## src/rtl/hazard_pkg.sv

```systemverilog
// Shared types and constants for the hazard/forwarding unit.
package hazard_pkg;

  // Forwarding select encoding: 0 = register file, k = result of stage k-1.
  localparam int FWD_RF  = 0;
  localparam int FWD_EX  = 1;
  localparam int FWD_MEM = 2;
  localparam int FWD_WB  = 3;

  // Register tags are stored at a fixed width so the struct can live here.
  // The top zero-extends narrower addresses into this field.
  localparam int TAG_RD_W = 8;

  // One in-flight destination write, as seen from ID.
  typedef struct packed {
    logic                valid;
    logic [TAG_RD_W-1:0] rd;
    logic                regwr;
    logic                memrd;
  } tag_t;

  // Width of a forwarding select able to encode 0..n.
  function automatic int fs_width(input int n);
    return (n < 1) ? 1 : $clog2(n + 1);
  endfunction

endpackage

```

## src/rtl/hazard_src_match.sv

```systemverilog
// Priority matcher for one source operand against the tag pipeline.
// The youngest matching entry (lowest index) decides both sel and ready,
// so an older ready producer can never hide a younger unready load.
module hazard_src_match
  import hazard_pkg::*;
#(
  parameter int NUM_FWD  = 3,
  parameter int LOAD_LAT = 1,
  parameter int ZERO_REG = 1,
  parameter int FS_W     = 2
) (
  input  logic [TAG_RD_W-1:0] src,
  input  logic                used,
  input  tag_t [NUM_FWD-1:0]  tags,
  output logic                hit,
  output logic [FS_W-1:0]     sel,
  output logic                ready
);

  logic src_zero;
  assign src_zero = (ZERO_REG != 0) && (src == '0);

  // Scan oldest to youngest so the youngest match overwrites the result.
  always_comb begin
    hit   = 1'b0;
    sel   = '0;
    ready = 1'b1;
    for (int k = NUM_FWD - 1; k >= 0; k--) begin
      if (tags[k].valid && tags[k].regwr && (tags[k].rd == src) && used && !src_zero) begin
        hit   = 1'b1;
        sel   = FS_W'(k + 1);
        ready = !tags[k].memrd || (k >= LOAD_LAT);
      end
    end
  end

endmodule

```

## src/rtl/hazard_forward_unit.sv

```systemverilog
// Operand forwarding, load-use stall and redirect kill, driven from a
// registered tag pipeline that mirrors destination writes in EX..WB.
module hazard_forward_unit
  import hazard_pkg::*;
#(
  parameter int REG_ADDR_W = 3,
  parameter int NUM_FWD    = 3,
  parameter int LOAD_LAT   = 1,
  parameter int ZERO_REG   = 1,
  parameter int CNT_W      = 16,
  localparam int FS_W      = fs_width(NUM_FWD)
) (
  input  logic                  clk,
  input  logic                  reset,
  input  logic                  id_valid,
  input  logic [REG_ADDR_W-1:0] id_rs1,
  input  logic [REG_ADDR_W-1:0] id_rs2,
  input  logic                  id_rs1_used,
  input  logic                  id_rs2_used,
  input  logic [REG_ADDR_W-1:0] id_rd,
  input  logic                  id_regwr,
  input  logic                  id_memrd,
  input  logic                  ex_redirect,
  input  logic                  hold,
  output logic [FS_W-1:0]       fwd_a,
  output logic [FS_W-1:0]       fwd_b,
  output logic                  stall,
  output logic                  kill,
  output logic                  pc_write,
  output logic                  ifid_write,
  output logic                  idex_bubble,
  output logic [CNT_W-1:0]      stall_cnt,
  output logic [CNT_W-1:0]      kill_cnt
);

  tag_t [NUM_FWD-1:0] pipe;
  tag_t               id_tag;

  logic            hit_a, hit_b, rdy_a, rdy_b;
  logic [FS_W-1:0] sel_a, sel_b;

  hazard_src_match #(
    .NUM_FWD(NUM_FWD), .LOAD_LAT(LOAD_LAT), .ZERO_REG(ZERO_REG), .FS_W(FS_W)
  ) u_match_a (
    .src(TAG_RD_W'(id_rs1)), .used(id_rs1_used), .tags(pipe),
    .hit(hit_a), .sel(sel_a), .ready(rdy_a)
  );

  hazard_src_match #(
    .NUM_FWD(NUM_FWD), .LOAD_LAT(LOAD_LAT), .ZERO_REG(ZERO_REG), .FS_W(FS_W)
  ) u_match_b (
    .src(TAG_RD_W'(id_rs2)), .used(id_rs2_used), .tags(pipe),
    .hit(hit_b), .sel(sel_b), .ready(rdy_b)
  );

  // Hazard decisions; kill overrides stall, and selects are zeroed while stalled.
  always_comb begin
    kill        = ex_redirect;
    stall       = id_valid && !ex_redirect && ((hit_a && !rdy_a) || (hit_b && !rdy_b));
    fwd_a       = stall ? '0 : sel_a;
    fwd_b       = stall ? '0 : sel_b;
    pc_write    = !stall && !hold;
    ifid_write  = !stall && !hold;
    idex_bubble = (stall || kill) && !hold;
  end

  // Tag for the ID instruction; a stalled or killed instruction enters as a bubble.
  always_comb begin
    id_tag.valid = id_valid && !stall && !kill;
    id_tag.rd    = TAG_RD_W'(id_rd);
    id_tag.regwr = id_regwr;
    id_tag.memrd = id_memrd;
  end

  // Advance the tag pipeline and saturating counters unless frozen by hold.
  always_ff @(posedge clk) begin
    if (reset) begin
      pipe      <= '0;
      stall_cnt <= '0;
      kill_cnt  <= '0;
    end else if (!hold) begin
      for (int k = NUM_FWD - 1; k > 0; k--) pipe[k] <= pipe[k-1];
      pipe[0] <= id_tag;
      if (stall && (stall_cnt != {CNT_W{1'b1}})) stall_cnt <= stall_cnt + CNT_W'(1);
      if (kill && (kill_cnt != {CNT_W{1'b1}}))   kill_cnt  <= kill_cnt + CNT_W'(1);
    end
  end

endmodule

```

## config.mk

```make
export PLATFORM = sky130hd
export DESIGN_NAME = hazard_forward_unit
export DESIGN_NICKNAME = d
export VERILOG_FILES = /design/src/rtl/hazard_pkg.sv /design/src/rtl/hazard_src_match.sv /design/src/rtl/hazard_forward_unit.sv
export SDC_FILE = /design/constraint.sdc
export NUM_CORES = 1
export LEC_CHECK = 0
export ABC_AREA = 1
export CAP_MARGIN = 25
export CORE_MARGIN = 2
export CORE_UTILIZATION = 55
export DETAILED_ROUTE_END_ITERATION = 8
export GPL_ROUTABILITY_DRIVEN = 0
export PLACE_DENSITY = 0.81
export SETUP_SLACK_MARGIN = 0.1
export SYNTH_ARGS = -nofsm -noshare
export SYNTH_HDL_FRONTEND = slang
export SYNTH_HIERARCHICAL = 1
export SYNTH_SLANG_ARGS = --single-unit
```

## constraint.sdc

```tcl
create_clock -name clk -period 2 [get_ports clk]
set_input_delay 0.3 -clock clk [delete_from_list [all_inputs] [get_ports clk]]
set_output_delay 0.3 -clock clk [all_outputs]
set_load 0.05 [all_outputs]
```

run_1/layer_met1.png
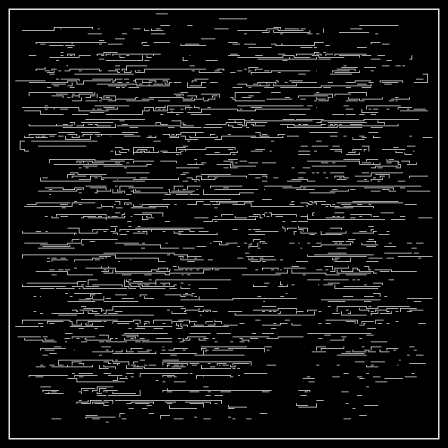
share of all routed wire: 40%
main direction: horizontal
wire length on this layer: 3880 um

run_1/layer_met2.png
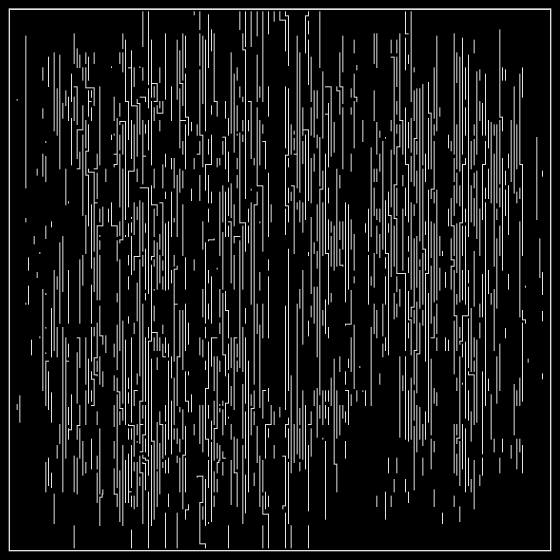
longest straight run: 33.2 um
wire length on this layer: 5260 um
main direction: vertical
met2 Usage GRT: 0.489
drt total wl: 9.76 mm
via count: 4076

run_1/layer_met3.png
The bar under the picture is 20 um long. Cells faint in the background.
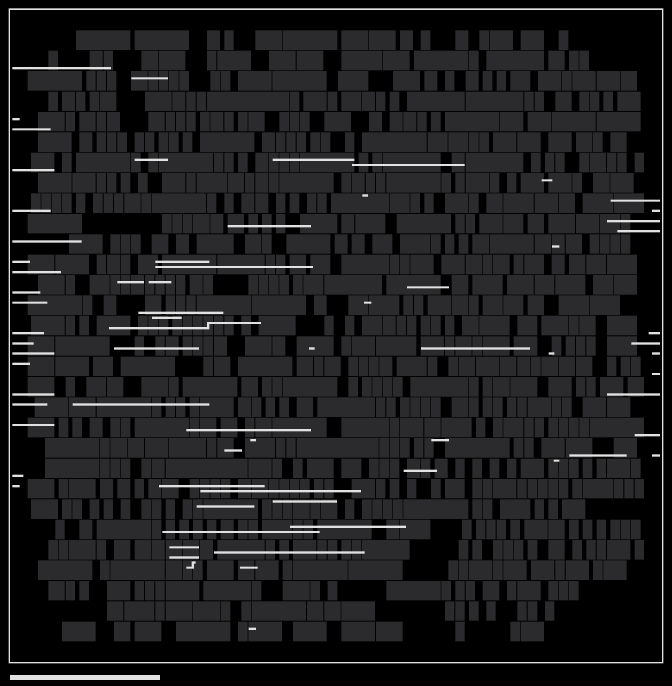
nets with wire on the layer: 59
longest straight run: 21.2 um
main direction: horizontal
wire length on this layer: 437 um
share of all routed wire: 4.5%
met3 usage: 0.0265

==> deck_impl_summary.md, run 1 <==
Key Metrics from the Run

Setup path
  – FF-to-FF End: stall_cnt[12]
  – Setup crit start kind: primary input
  – Worst setup path start: id_rs2[0]
  – Worst-path fanout max: 4
  – Crit Path Category: in -> out
  – Reg2reg start: pipe[24]
  – Worst r2r path cells: 17

Clock tree
  – Sink Count: 48
  – Root Buffer: clkbuf_8
  – H-tree levels: 2
  – Post-CTS setup buffers: 5

Global routing
  – First-pass GRT wire length: 15.8 mm
  – Global-route usage over all layers: 0.255
  – Pin count of the biggest net entering global routing: 28

Power
  – Switching power of the nets: 0.713 mW
  – Lkg Pwr: 2.71 nW
  – Sw Share: 0.280
  – VDD IR max: between 0.5 and 0.6 mV
  – Cell internal pwr: 1.83 mW
  – Share of power burned in registers: 0.409

Logic synthesis
  – Synth Cell Area: 3790 um^2
  – Mapped Cells: 614

Finish
  – Non-Filler Instances: between 800 and 900
  – Inverters: about 86
  – Diode count: 0
  – Biggest Area Class: multi-input combinational cells
  – CLK BUF: 5

Outcome
  – Outcome: finished, violations left
  – Failing checks: setup timing

Timing
  – Final WS setup: -0.417 ns
  – Setup violations, final: 24
  – Actual slew at the worst max-slew pin: 0.507 ns

Min path
  – Hold worst-path end: pipe[23]

Floorplanning
  – Die y size: slightly below 90 um
==> run 1: worst max-delay path, stage by stage <==
cell and delay [ns]:
dlygate4sd2_1 0.32, xnor2_1 0.25, nand2_1 0.13, nor2_2 0.12, nand3_2 0.12, nand3_2 0.10
inv_2 0.04, o21ai_4 0.17, buf_4 0.15, nand3_4 0.09, a21oi_4 0.17, buf_12 0.15
==> run 1: layer usage <==
layer | track usage | share of wire
met5 | 0 | 0
met4 | 0.0682 | 0.019
met3 | 0.0265 | 0.045
met2 | 0.489 | 0.54
met1 | 0.297 | 0.40
==> run 1: registers in the layout, summed over array words and instances (netlist names) <==
name / flops
kill_cnt: 16
stall_cnt: 16
pipe: 16
==> run 1 -> run 2 <==
CAP_MARGIN = default   (was 25)
run_2/layer_met2.png
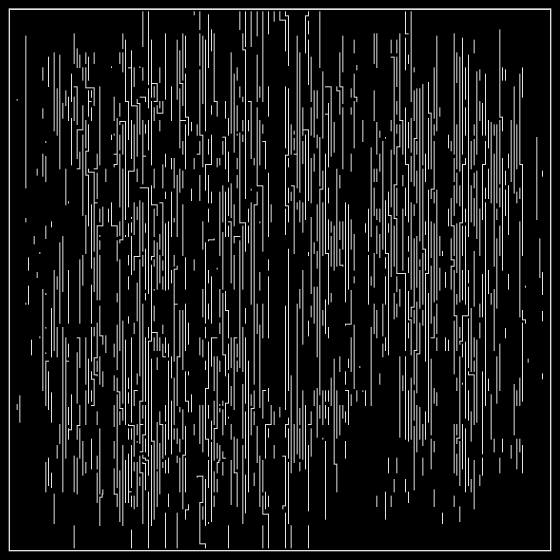
nets with wire on the layer: 644
wire length on this layer: 5260 um

==> run 2 against run 1 <==
Critical path type unchanged. Largest cell class unchanged. Register-to-register slack about the same. Sequential share of layout area unchanged. Clock skew unchanged. Global-route usage unchanged. Worst hold slack unchanged. The run still ends with setup timing left. Maximum frequency unchanged. Clock power about the same. Utilization unchanged.
==> deck_impl_summary.md, run 2 <==
Key Metrics from the Run

Global routing
  – First-pass GRT wire length: 15.8 mm (unchanged)
  – Global-route usage over all layers: 0.255 (unchanged)
  – Pin count of the biggest net entering global routing: 28 (unchanged)
  – Total grt overflow: 0

Timing
  – Actual slew at the worst max-slew pin: 0.507 ns (unchanged)
  – Setup violations, final: 24 (unchanged)
  – Min Tclk post-route: 2.42 ns
  – Final hold vios: 0
  – Final WS setup: -0.417 ns (unchanged)

Power
  – Pwr Total: 2.55 mW
  – VDD IR max: 0.569 mV (unchanged)
  – Switching power of the nets: 0.713 mW (unchanged)
  – Lkg Pwr: 2.71 nW (unchanged)
  – Sw Share: 0.280 (unchanged)
  – Share of power burned in registers: 0.409 (about the same)

Clock tree
  – H-tree levels: 2 (unchanged)
  – Post-CTS setup buffers: 5 (unchanged)

Routing
  – Met1 wire length: 3.88 mm (unchanged)
  – Via count: 4076 (unchanged)
  – Routed wl met3: 436 um (unchanged)

Setup path
  – Worst path bufs/invs: 4 (unchanged)
  – CP top delay family: buffers and inverters
  – Max incr delay on CP: 0.32 ns (about the same)
  – Setup crit start kind: primary input
  – CP cell instances: dlygate4sd2_1 -> xnor2_1 -> nand2_1 -> nor2_2 -> nand3_2 -> nand3_2 -> inv_2 -> o21ai_4 -> buf_4 -> nand3_4 -> a21oi_4 -> buf_12
  – Worst-path fanout max: 4 (unchanged)
  – Max stage delay cell, worst path: dlygate4sd2_1
  – Crit Path Category: in -> out
  – Reg2reg start: pipe[24]

Floorplanning
  – Die y size: 87.0 um (unchanged)

Outcome
  – Outcome: finished, violations left
  – Failing checks: setup timing

Finish
  – Diode count: 0 (unchanged)
  – Non-Filler Instances: 860 (unchanged)

Logic synthesis
  – Mapped Cells: 614 (unchanged)
run_2/layer_met4.png
The bar under the picture is 20 um long.
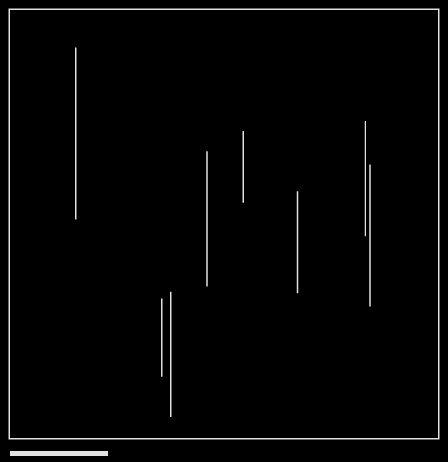
longest straight run: 34.7 um
share of all routed wire: 1.9%
nets with wire on the layer: 8

[run 2: layout make-up]
| cell class | count | area share |
|---|---|---|
| clock inverter | 3 | 0.0166 |
| timing repair buffer | 92 | 0.178 |
| multi-input combinational | 546 | 0.532 |
| inverter | 86 | 0.0608 |
| clock buffer | 5 | 0.0127 |
| sequential | 48 | 0.182 |
| tap | 80 | 0.0185 |
[run 2: path summary, 6_finish.rpt]
kind         slack, ns       endpoint  depth (start not counted)
min               0.51       pipe[23]                          2
min reg2reg       0.51       pipe[23]                          2
max reg2reg      -0.25  stall_cnt[12]                         17
max              -0.42    idex_bubble                         12
[run 2: routing by layer]
metal / vias to the layer above / GRT usage
met1: 1851 / 0.297
met5: - / 0
met4: 0 / 0.0682
li1: 2104 / -
met3: 17 / 0.0265
met2: 104 / 0.489
No activity file was given, so power comes from the tool's default toggle rates.
